==> images/sizing.png <==
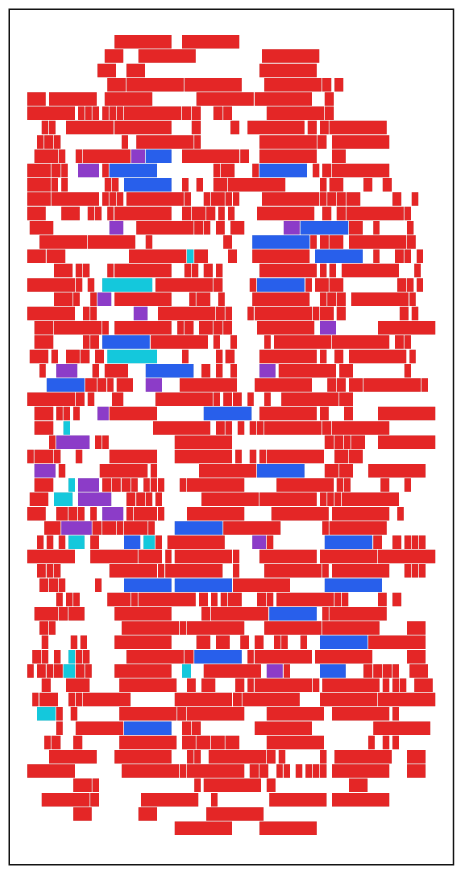
==> images/clock_nets.png <==
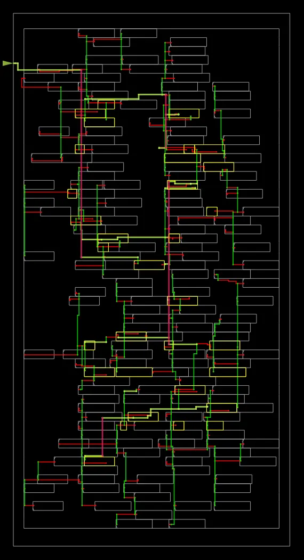
==> images/class_map.png <==
Scale bar: 20 µm.
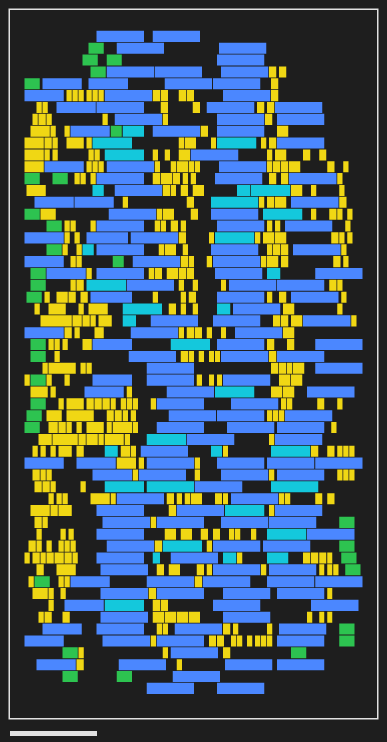
==> images/m1.png <==
Supply wires on this layer in grey.
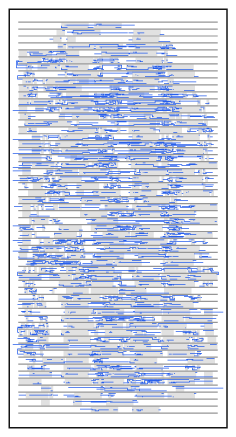
[src/rtl/uart_tx_fifo.sv]
// Circular byte FIFO feeding a UART transmitter over a data/send/ready handshake.
// An entry stays counted until its frame completes, so count includes the byte in flight.
module uart_tx_fifo #(
   parameter int unsigned DEPTH_LOG2 = 4
) (
   input  logic                  clk,
   input  logic                  rst,
   input  logic [7:0]            wr_data,
   input  logic                  wr_en,
   input  logic                  flush,
   input  logic                  clr_ovf,
   output logic                  full,
   output logic                  empty,
   output logic [DEPTH_LOG2:0]   count,
   output logic                  overflow,
   output logic [7:0]            tx_data,
   output logic                  tx_send,
   input  logic                  tx_ready
);

   localparam int unsigned DEPTH = 1 << DEPTH_LOG2;
   localparam logic [DEPTH_LOG2:0] FULL_CNT = {1'b1, {DEPTH_LOG2{1'b0}}};

   typedef enum logic [1:0] {
      IDLE,
      ISSUE,
      WAIT_BUSY,
      WAIT_DONE
   } state_t;

   state_t                  state;
   state_t                  state_nx;
   logic [7:0]              mem [DEPTH];
   logic [DEPTH_LOG2-1:0]   wr_ptr;
   logic [DEPTH_LOG2-1:0]   rd_ptr;
   logic                    pop_ok;
   logic                    load;
   logic                    frame_end;
   logic                    pop;
   logic                    wr_accept;
   logic                    wr_drop;

   assign full  = (count == FULL_CNT);
   assign empty = (count == '0);

   // A pop frees a slot in the same cycle, so a write to a full FIFO still lands.
   assign wr_accept = wr_en & ~flush & (~full | pop);
   assign wr_drop   = wr_en & ~flush & full & ~pop;

   always_comb begin
      state_nx  = state;
      tx_send   = 1'b0;
      load      = 1'b0;
      frame_end = 1'b0;
      pop       = 1'b0;
      case (state)
         IDLE: begin
            if (!empty && tx_ready && !flush) begin
               state_nx = ISSUE;
               load     = 1'b1;
            end
         end
         ISSUE: begin
            tx_send  = 1'b1;
            state_nx = WAIT_BUSY;
         end
         WAIT_BUSY: begin
            if (!tx_ready) state_nx = WAIT_DONE;
         end
         WAIT_DONE: begin
            if (tx_ready) begin
               state_nx  = IDLE;
               frame_end = 1'b1;
               pop       = pop_ok & ~flush;
            end
         end
         default: state_nx = IDLE;
      endcase
   end

   always_ff @(posedge clk or negedge rst) begin
      if (!rst) begin
         state    <= IDLE;
         wr_ptr   <= '0;
         rd_ptr   <= '0;
         count    <= '0;
         pop_ok   <= 1'b0;
         overflow <= 1'b0;
         tx_data  <= '0;
      end else begin
         state <= state_nx;
         // Flush drops storage only; a frame already issued runs to completion without a pop.
         if (flush) begin
            wr_ptr <= '0;
            rd_ptr <= '0;
            count  <= '0;
            pop_ok <= 1'b0;
         end else begin
            if (wr_accept) wr_ptr <= wr_ptr + 1'b1;
            if (pop)       rd_ptr <= rd_ptr + 1'b1;
            case ({wr_accept, pop})
               2'b10:   count <= count + 1'b1;
               2'b01:   count <= count - 1'b1;
               default: ;
            endcase
            if (load)           pop_ok <= 1'b1;
            else if (frame_end) pop_ok <= 1'b0;
         end
         if (load) tx_data <= mem[rd_ptr];
         if (wr_drop)      overflow <= 1'b1;
         else if (clr_ovf) overflow <= 1'b0;
      end
   end

   always_ff @(posedge clk) begin
      if (wr_accept) mem[wr_ptr] <= wr_data;
   end

endmodule

[config.mk]
export PLATFORM = sky130hd
export DESIGN_NAME = uart_tx_fifo
export DESIGN_NICKNAME = d
export VERILOG_FILES = /design/src/rtl/uart_tx_fifo.sv
export SDC_FILE = /design/constraint.sdc
export NUM_CORES = 1
export LEC_CHECK = 0
export ABC_AREA = 1
export CORE_ASPECT_RATIO = 2
export CORE_MARGIN = 3
export CORE_UTILIZATION = 54
export DETAILED_ROUTE_END_ITERATION = 7
export HOLD_SLACK_MARGIN = 0.15
export PLACE_DENSITY_LB_ADDON = 0.08
export SLEW_MARGIN = 10
export SYNTH_ARGS = -nofsm -noshare
export SYNTH_HDL_FRONTEND = slang
export SYNTH_SLANG_ARGS = --single-unit
[constraint.sdc]
create_clock -name clk -period 4.3 [get_ports clk]
set_input_delay 0.86 -clock clk [delete_from_list [all_inputs] [get_ports clk]]
set_output_delay 0.86 -clock clk [all_outputs]
set_load 0.01 [all_outputs]
==> impl_metrics.toml <==
# generated from flow reports
[final_timing]
final.setup.tns_ns = 0
tightestPinTransition_ns = 1.10
rsz0062_at_grt = "false"

[clocking]
cts_tree = "yes"
root_buffer = "clkbuf_16"
htreeDepth = 4
postCtsSetupRepairBufs = 0
cts.sinks = 153

[status]
status = "finished clean"

[synth]
async_flop_share_pct = 16.3
compound_area_share_pct = 10.4
yosys.stat.seqShare_pct = 67.6
netlist_area_um2 = 6610
top_logic_kind = "simple AND/OR/NAND/NOR gates"
synth_cell_types = 35
ys_cells = 574
edf_count = 128

[grt]
track_usage_pct = 24.8
overflow = 0

[hold_path]
worst_hold_startpoint = "tx_data[6]"
hold_depth = 2

[critical_path]
crit_start = "flush"
crit_buf_inv = 2
crit_chain = "clkdlybuf4s50_1 -> inv_2 -> nand2_4 -> nor2_8 -> nor2_4 -> nor2_4 -> nand2_1 -> nor2_1"
r2r_slack_ns = 1.88

[route]
viasPerCell = 5.73

[flow_run]
log.warning_count = 33

[layout]
logic_gate_count = 362
num_antenna_cells = 0

[place]
dp_slack_ns = 1.01
-- sizing.png (at the start) --
colour	size	cells	share
cyan	x2	12	2.0%
red	x1 and smaller	559	91%
blue	x6 and larger	24	3.9%
purple	x3 and x4	19	3.1%
Area growth syn-to-layout: 15.0%
fin worst setup slack: 1.42 ns
Repair and plain buffers: 32

-- clock_nets.png (at the start) --
Inserted Clock Buffers: 17
clock buffers: 19
clk_skew: 0.00804 ns
Flop Count: 153
Clock group: 0.00152 W

-- class_map.png (at the start) --
colour	class	cells	share of their area
yellow	remaining logic cells	397	27%
blue	registers	153	60%
cyan	clock drivers and dummy loads	32	8.4%
green	remaining buffers and delay cells	32	4.3%
Final Cell Area: 7600 µm²
core area: 11800 µm²
num rows: 56

-- m1.png (at the start) --
nets with wire on the layer	581
main direction	horizontal
wire length on this layer	5640 µm
share of all routed wire	35%
vias after detailed routing: 4349
routing usage on met1: 26.2%

-- state kept, by name (all words and copies together), names as in the netlist --
name / cells
rd_ptr: 4
mem: 128
pop_ok: 1
count: 5
tx_data: 8
wr_ptr: 4
state: 2
overflow: 1
-- worst min-delay path, cell delays in order (launching register included) --
cell and delay (ns):
dfrtp_1 0.34, nand2_1 0.05, nand2_1 0.06
-- cell usage after synthesis, types with 2 or more instances --
master,number,share of area [%]
a21oi_1,3,0.23
buf_2,10,0.76
buf_6,2,0.34
clkbuf_1,9,0.51
clkinv_1,3,0.17
dfrtp_1,25,9.5
edfxtp_1,128,58
ha_1,12,2.3
inv_1,27,1.5
inv_2,4,0.23
nand2_1,69,3.9
nand2_2,2,0.19
nand3_1,27,2.0
nand3_2,2,0.30
nand3_4,2,0.53
nand4_1,2,0.19
nor2_1,118,6.7
nor2_4,4,0.68
o211ai_1,33,3.7
o21ai_0,70,5.3
o21ai_1,7,0.53
xor2_1,2,0.27
-- per-stage QoR --
| stage | util [%] | power [W] | instance area, µm² | std cells |
|---|---|---|---|---|
| 5_1_grt | 64.2 | 0.00397 | 7600 | 759 |
| 6_report | 64.2 | 0.00380 | 7600 | 759 |
| 2_1_floorplan | - | 0.00209 | 6610 | 574 |
| 3_3_place_gp | 58.9 | 0.00230 | 6970 | 727 |
| 4_1_cts | 64.2 | 0.00382 | 7600 | 759 |
| 3_5_place_dp | 58.9 | 0.00231 | 6970 | 727 |
-- routing by layer --
metal | share of wire, % | vias to the layer above | wire, µm
li1 | - | 2064 | -
met1 | 35 | 2079 | 5640
met2 | 55 | 162 | 8790
met3 | 4.2 | 44 | 661
met4 | 5.1 | 0 | 807
met5 | 0 | - | 0
-- power breakdown --
part	internal [W]	switching, W
registers	0.00167	0.0000371
clock network	0.000948	0.000575
logic	0.000198	0.000377
total	0.00281	0.000989
Power and IR drop assume default switching activity.
